Run 1, the metal 3 layer:
Scale: 4 px per um.
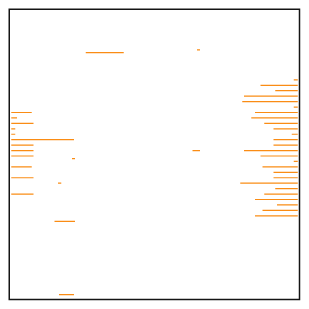
Run 1, M2 wires:
Scale: 4 px per um. Cells faint in the background.
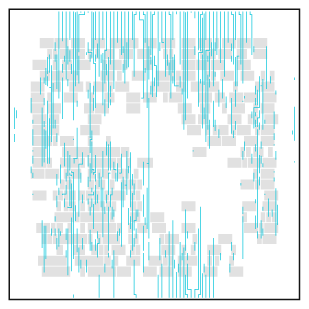
Run 1, ports around the boundary:
Scale: 4 px per um. Pins as bars across the die edge, other pins in grey.
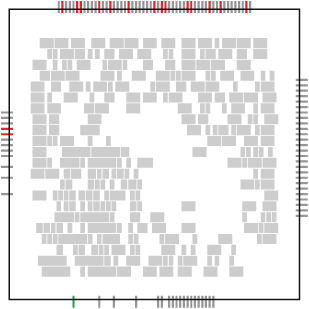
Run 1, cell placement:
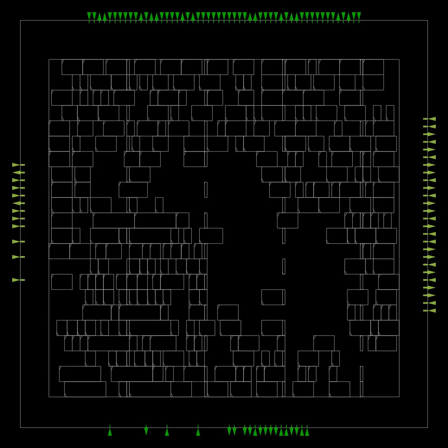
**src/rtl/mem_arbiter.sv**
```systemverilog
`default_nettype none
// ============================================================================
//  Module      : mem_arbiter
//  Description : Shares one main-memory port between the I-cache fill FSM,
//                the D-cache fill FSM and D-cache write-through stores.
//                Tracks outstanding reads and steers each returning data
//                valid strobe back to the fill that issued it.
//  Revision    : 1.0 - initial release
// ============================================================================
module mem_arbiter #(
  parameter int ADDR_W  = 16,
  parameter int DATA_W  = 16,
  parameter int MEM_LAT = 4
) (
  input  logic              clk,
  input  logic              rst,
  // I-cache fill side
  input  logic              i_req,
  input  logic [ADDR_W-1:0] i_addr,
  output logic              i_gnt,
  output logic              i_data_valid,
  // D-cache fill side
  input  logic              d_req,
  input  logic [ADDR_W-1:0] d_addr,
  output logic              d_gnt,
  output logic              d_data_valid,
  // D-cache write-through stores
  input  logic              d_wr,
  input  logic [ADDR_W-1:0] d_waddr,
  input  logic [DATA_W-1:0] d_wdata,
  output logic              d_wack,
  // Memory port
  output logic              mem_en,
  output logic              mem_wr,
  output logic [ADDR_W-1:0] mem_addr,
  output logic [DATA_W-1:0] mem_wdata,
  input  logic              mem_data_valid,
  // Status
  output logic              spurious_err
);

  // The outstanding counter is 3 bits, so a latency above 7 could overflow it.
  if (MEM_LAT < 1 || MEM_LAT > 7) begin : g_lat_check
    $error("mem_arbiter: MEM_LAT must be in 1..7");
  end

  typedef enum logic [2:0] {
    IDLE  = 3'd0,
    ISERV = 3'd1,
    DSERV = 3'd2,
    WRITE = 3'd3,
    DRAIN = 3'd4
  } state_t;

  localparam logic OWN_I = 1'b0;
  localparam logic OWN_D = 1'b1;

  state_t     state_q, state_d;
  logic [2:0] cnt_q, cnt_d;
  logic       owner_q, owner_d;
  logic       last_owner_q, last_owner_d;
  logic       spurious_q, spurious_d;

  logic       w_issue;
  logic       w_ret;
  logic       w_cnt_zero;

  assign w_cnt_zero = (cnt_q == 3'd0);
  assign w_issue    = mem_en & ~mem_wr;
  // A valid only counts when a read is actually in flight; otherwise it is dropped.
  assign w_ret      = mem_data_valid & ~w_cnt_zero;

  // Route each counted return to the side that owns the port until its drain ends.
  assign i_data_valid = w_ret & (owner_q == OWN_I);
  assign d_data_valid = w_ret & (owner_q == OWN_D);
  assign spurious_err = spurious_q;

  // Next-state, grant and memory-port decode.
  always_comb begin
    state_d      = state_q;
    owner_d      = owner_q;
    last_owner_d = last_owner_q;
    i_gnt        = 1'b0;
    d_gnt        = 1'b0;
    d_wack       = 1'b0;
    mem_en       = 1'b0;
    mem_wr       = 1'b0;
    mem_addr     = '0;
    mem_wdata    = '0;

    case (state_q)
      IDLE: begin
        if (!w_cnt_zero) begin
          // Reads still in flight: hold the previous owner and finish draining.
          i_gnt   = (owner_q == OWN_I);
          d_gnt   = (owner_q == OWN_D);
          state_d = DRAIN;
        end else if (d_wr) begin
          state_d = WRITE;
        end else if (d_req && !(last_owner_q == OWN_D && i_req)) begin
          // D fill wins unless D had the last fill and I is waiting.
          state_d = DSERV;
          owner_d = OWN_D;
        end else if (i_req) begin
          state_d = ISERV;
          owner_d = OWN_I;
        end
      end

      WRITE: begin
        mem_en    = 1'b1;
        mem_wr    = 1'b1;
        mem_addr  = d_waddr;
        mem_wdata = d_wdata;
        d_wack    = 1'b1;
        state_d   = IDLE;
      end

      ISERV: begin
        i_gnt = 1'b1;
        if (i_req) begin
          mem_en   = 1'b1;
          mem_addr = i_addr;
        end else begin
          last_owner_d = OWN_I;
          state_d      = DRAIN;
        end
      end

      DSERV: begin
        d_gnt = 1'b1;
        if (d_req) begin
          mem_en   = 1'b1;
          mem_addr = d_addr;
        end else begin
          last_owner_d = OWN_D;
          state_d      = DRAIN;
        end
      end

      DRAIN: begin
        i_gnt = (owner_q == OWN_I);
        d_gnt = (owner_q == OWN_D);
        if (w_cnt_zero) begin
          state_d = IDLE;
        end
      end

      default: begin
        state_d = IDLE;
      end
    endcase
  end

  // Outstanding-read counter and sticky spurious-return flag.
  always_comb begin
    cnt_d = cnt_q;
    case ({w_issue, w_ret})
      2'b10:   cnt_d = cnt_q + 3'd1;
      2'b01:   cnt_d = cnt_q - 3'd1;
      default: cnt_d = cnt_q;
    endcase
    spurious_d = spurious_q | (mem_data_valid & w_cnt_zero);
  end

  // State registers; reset drops everything in flight.
  always_ff @(posedge clk) begin
    if (rst) begin
      state_q      <= IDLE;
      cnt_q        <= 3'd0;
      owner_q      <= OWN_I;
      last_owner_q <= OWN_I;
      spurious_q   <= 1'b0;
    end else begin
      state_q      <= state_d;
      cnt_q        <= cnt_d;
      owner_q      <= owner_d;
      last_owner_q <= last_owner_d;
      spurious_q   <= spurious_d;
    end
  end

endmodule
`default_nettype wire

```
**config.mk**
```make
export PLATFORM = sky130hd
export DESIGN_NAME = mem_arbiter
export DESIGN_NICKNAME = d
export VERILOG_FILES = /design/src/rtl/mem_arbiter.sv
export SDC_FILE = /design/constraint.sdc
export NUM_CORES = 1
export LEC_CHECK = 0
export ABC_AREA = 1
export CAP_MARGIN = 40
export CORE_MARGIN = 5
export CORE_UTILIZATION = 25
export CTS_CLUSTER_DIAMETER = 50
export CTS_CLUSTER_SIZE = 25
export DETAILED_ROUTE_END_ITERATION = 8
export PLACE_DENSITY = 0.84
export SLEW_MARGIN = 30
export SYNTH_ARGS = -nofsm -noshare
export SYNTH_HDL_FRONTEND = slang
export SYNTH_SLANG_ARGS = --single-unit
```
**constraint.sdc**
```tcl
create_clock -name clk -period 4.4 [get_ports clk]
set_clock_uncertainty 0.05 [all_clocks]
set_input_delay 0.88 -clock clk [delete_from_list [all_inputs] [get_ports clk]]
set_output_delay 0.88 -clock clk [all_outputs]
set_load 0.02 [all_outputs]
```
==> summary.rpt, run 1 <==
=== SYNTHESIS / PLACE & ROUTE SUMMARY ===
----------------------------------------------------
[Yosys]
  Parity-gate share of the synthesized area counting xor and xnor cells ........................ 0%
  Count of state elements after synthesis ........................ 9
  Simple-gate area share of the yosys netlist ........................ 38.81%
  Top logic cell family in the synthesized netlist ........................ simple AND/OR/NAND/NOR gates
  Fraction of post-synthesis cell area in the top cell type by area ........................ between 10% and 20%
  Ranking of synthesized cells by area ........................ sky130_fd_sc_hd__nand2_1 19%, sky130_fd_sc_hd__dfxtp_1 19%, sky130_fd_sc_hd__a22oi_1 12%
  Sequential fraction of the synthesis area ........................ between 10% and 20%
  Distinct cells, synth ........................ 20
  Yosys warning tally ........................ 0
  Post-synthesis share of cell area spent on full adders, half adders and majority gates ........................ under 10%
  Most numerous cell types in the synthesized netlist ........................ 50 x sky130_fd_sc_hd__nand2_1, 31 x sky130_fd_sc_hd__nor2_1, 30 x sky130_fd_sc_hd__inv_1
  Syn Area/Cell ........................ between 5 and 6 sq um

[CTS]
  TritonCTS clock tree ........................ done
  Post_cts resized ........................ 0
  Post-CTS Setup Bufs ........................ 0
  Clock-pin slew on the worst setup and hold paths ........................ around 0.040 ns

[Power and ir drop]
  Share of total power in sequential cells ........................ 16.3%
  Power per unit of standard cell area ........................ 386.2 nW/um^2
  Reported leakage power ........................ 0.9816 nW
  Combinational group share of total power ........................ 72.3%

[Worst setup path]
  Worst path slowest cell ........................ sky130_fd_sc_hd__clkdlybuf4s50_1
  Flop-to-flop setup slack ........................ 2.43 ns
  Critical Path Source Type ........................ input port
  Number of cell instances on the worst register-to-register path ........................ 13
  Number of buffer and inverter stages on the critical path ........................ 3
  Start of the worst register-to-register path ........................ state_q[0]
  Most common cell type on the critical path ........................ sky130_fd_sc_hd__clkdlybuf4s50_1
  Critical-path cell list ........................ clkdlybuf4s50_1, nand4_1, inv_1, a22oi_1, nand2_1, clkdlybuf4s50_1
  Required time at the worst-slack endpoint ........................ ~3.5 ns
  Crit path launch ........................ d_req
  Critical path's largest stage delay ........................ between 0.6 and 0.7 ns

[GRT]
  Remaining global-route overflow ........................ 0
  Via count of the first global-routing pass ........................ ~1400

[Floorplanning]
  Row count ........................ 22
  Init Core Util ........................ 26.03%
  I/O Pins ........................ approximately 110

[Final layout]
  Layout cell share with drive strength beyond 1 ........................ approximately 3.5%
  Area-dominant class ........................ non-clock buffers
  Proportion of cell area spent on the clock network ........................ between 2 and 2.5%
  Clock tree buffer count of the final layout ........................ 4
  Antenna diode count ........................ 0
  Sequential cell area ........................ roughly 180 sq um
  FFs & Latches ........................ 9
  Commonest cells after routing, fill and taps aside ........................ 109 x sky130_fd_sc_hd__clkdlybuf4s50_1, 50 x sky130_fd_sc_hd__nand2_1, 31 x sky130_fd_sc_hd__nor2_1
  Most frequent logic cell in the layout ........................ sky130_fd_sc_hd__clkdlybuf4s50_1
  Logic area ........................ a little over 600 sq um
  Number of multi-input logic gates ........................ between 100 and 150

[Status]
  Outcome ........................ finished clean

[Timing]
  Final period demand of the worst path ........................ roughly 3.7 ns
  Max-slew violations ........................ 0
  FMAX ........................ between 0.2 and 0.3 GHz
  Number of hold-slack violations in the final timing report ........................ 0
  Final cycle utilization of the critical path ........................ 84.59%
  Post-route setup slack ........................ 0.6779 ns
  Transition time at the pin with the least slew margin ........................ between 0.4 and 0.5 ns
  Slew headroom ........................ 67.46%

[Drt]
  Met3 wire len ........................ 274 um
  Highest signal layer in the routed design ........................ met4
  Routed met2 length ........................ 2.180 mm
  Antenna-violating nets left ........................ 0
  Number of remaining DRC errors ........................ 0

[Placed design]
  Area post-placement ........................ roughly 2100 sq um

[Run]
  Count of maximum capacitance violations ........................ 0

[Min path]
  Hold-critical path depth ........................ 2
  Hold/Removal Path Class ........................ reg -> reg

----------------------------------------------------
About 'the metal 3 layer':
longest straight run	15.4 um
wire length on this layer	275 um
share of all routed wire	6.8%
Post-Route WL: 4.053 mm
met3 Resource Use GR: 2.216%
number of vias after detailed routing: 1450

About 'M2 wires':
wire length on this layer	2180 um
nets with wire on the layer	292
share of all routed wire	54%
longest straight run	35.0 um
met2 demand-to-capacity share in global routing: 28.82%

About 'ports around the boundary':
port	colour	pins	direction	edge
clk	green	1	input	bottom
i_addr	red	16	input	14 top, 2 left
all pins by edge	53 top, 26 right, 19 bottom, 12 left
die span in x: 72.20 um
I/O Buffers: 109
die y size: 72.20 um

About 'cell placement':
final non-filler cell total: 330
fill cell instance count of the final layout: 379
number of well taps: 48
Core Region: 3716 sq um
sequential portion of the cell area: 8.496%

==> inputs of run 2 (changes only) <==
- clock period: 4.4 -> 3.8 ns (I/O delays scaled with it)
==> summary.rpt, run 2 <==
=== SYNTHESIS / PLACE & ROUTE SUMMARY ===
----------------------------------------------------
[Status]
  Outcome ........................ finished clean

[Drt]
  Post-Route WL ........................ 4.106 mm (+1.3%)
  Antenna-violating nets left ........................ 0 (unchanged)
  Number of vias after detailed routing ........................ 1465 (+1.0%)
  Routed met2 length ........................ 2.174 mm (-0.28%)
  Number of remaining DRC errors ........................ 0 (unchanged)
  Met3 wire len ........................ 291 um (+6.2%)

[Final layout]
  Most frequent logic cell in the layout ........................ sky130_fd_sc_hd__clkdlybuf4s50_1
  Clock tree buffer count of the final layout ........................ 3 (-1)
  Logic area ........................ 620.6 sq um (unchanged)
  Sequential portion of the cell area ........................ 8.491% (about the same)
  Commonest cells after routing, fill and taps aside ........................ 109 x sky130_fd_sc_hd__clkdlybuf4s50_1, 50 x sky130_fd_sc_hd__nand2_1, 31 x sky130_fd_sc_hd__nor2_1
  Antenna diode count ........................ 0 (unchanged)
  Proportion of cell area spent on the clock network ........................ 2.182% (+0.058 points)
  Fill cell instance count of the final layout ........................ 364 (-4.0%)
  Final non-filler cell total ........................ 330 (unchanged)
  Layout cell share with drive strength beyond 1 ........................ 3.901% (+0.35 points)
  Number of multi-input logic gates ........................ 127 (unchanged)

[Timing]
  FMAX ........................ about 0.29 GHz
  Final period demand of the worst path ........................ approximately 3.5 ns
  Number of hold-slack violations in the final timing report ........................ 0 (unchanged)
  Post-route setup slack ........................ 0.2936 ns (-0.3843 ns)
  Transition time at the pin with the least slew margin ........................ 0.5114 ns (+0.02389 ns)
  Final cycle utilization of the critical path ........................ 92.27%
  Max-slew violations ........................ 0 (unchanged)

[GRT]
  Met2 demand-to-capacity share in global routing ........................ 28.51% (-0.30 points)
  Remaining global-route overflow ........................ 0 (unchanged)
  Via count of the first global-routing pass ........................ 1427 (+0.42%)
  Met3 Resource Use GR ........................ 1.801% (-0.42 points)

[Min path]
  Hold-critical path depth ........................ 2 (unchanged)
  Hold/Removal Path Class ........................ reg -> reg

[CTS]
  Clock-pin slew on the worst setup and hold paths ........................ 0.05 ns (about the same)
  Post-CTS Setup Bufs ........................ 0 (unchanged)

[Floorplanning]
  Row count ........................ 22 (unchanged)
  Init Core Util ........................ 26.03% (unchanged)
  Die y size ........................ 72.20 um (unchanged)
  Die span in x ........................ 72.20 um (unchanged)
  Number of well taps ........................ 48 (unchanged)
  Core Region ........................ 3716 sq um (unchanged)

[Run]
  Count of maximum capacitance violations ........................ 0 (unchanged)

[Worst setup path]
  Crit path launch ........................ d_req
  Critical-path cell list ........................ clkdlybuf4s50_1, nand4_1, inv_1, a22oi_1, nand2_1, clkdlybuf4s50_1
  Worst path slowest cell ........................ sky130_fd_sc_hd__clkdlybuf4s50_1
  Start of the worst register-to-register path ........................ state_q[2]
  Critical path's largest stage delay ........................ 0.60 ns (about the same)
  Required time at the worst-slack endpoint ........................ 2.99 ns (-0.48 ns)
  Number of buffer and inverter stages on the critical path ........................ 3 (unchanged)
  Critical Path Source Type ........................ input port
  Number of cell instances on the worst register-to-register path ........................ 12 (-1)
  Flop-to-flop setup slack ........................ 1.80 ns (-0.63 ns)

[Yosys]
  Simple-gate area share of the yosys netlist ........................ 38.81% (unchanged)
  Sequential fraction of the synthesis area ........................ 18.63% (unchanged)
  Parity-gate share of the synthesized area counting xor and xnor cells ........................ 0% (unchanged)
  Distinct cells, synth ........................ 20 (unchanged)
  Ranking of synthesized cells by area ........................ sky130_fd_sc_hd__nand2_1 19%, sky130_fd_sc_hd__dfxtp_1 19%, sky130_fd_sc_hd__a22oi_1 12%
  Count of state elements after synthesis ........................ 9 (unchanged)
  Syn Area/Cell ........................ 5.558 sq um (unchanged)
  Fraction of post-synthesis cell area in the top cell type by area ........................ 19.40% (unchanged)
  Top logic cell family in the synthesized netlist ........................ simple AND/OR/NAND/NOR gates
  Most numerous cell types in the synthesized netlist ........................ 50 x sky130_fd_sc_hd__nand2_1, 31 x sky130_fd_sc_hd__nor2_1, 30 x sky130_fd_sc_hd__inv_1

[Power and ir drop]
  Reported leakage power ........................ 0.9844 nW (+0.28%)
  Share of total power in sequential cells ........................ 16.1% (-0.2 points)
  Power per unit of standard cell area ........................ 448.8 nW/um^2 (+16%)
  Combinational group share of total power ........................ 72.6% (+0.3 points)

[Placed design]
  Area post-placement ........................ 2076 sq um (unchanged)

----------------------------------------------------
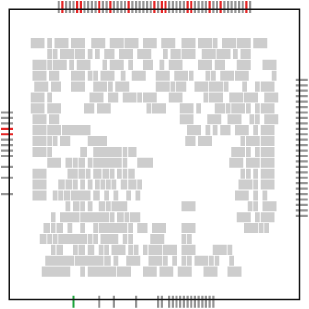
Run 2: ports around the boundary
Scale: 4 px per um. Pins as bars across the die edge, other pins in grey.
port	colour	pins	direction	edge
clk	green	1	input	bottom
i_addr	red	16	input	14 top, 2 left
all pins by edge	53 top, 26 right, 19 bottom, 12 left

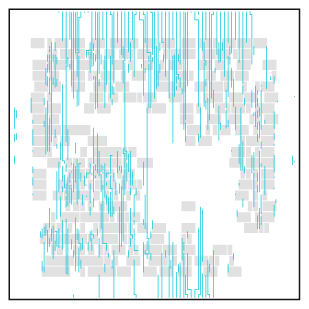
Run 2: M2 wires
Scale: 4 px per um. Cells faint in the background.
wire length on this layer	2170 um
longest straight run	32.6 um
share of all routed wire	53%
nets with wire on the layer	289

Power figures rest on the tool's default switching activity, not on a simulated workload.
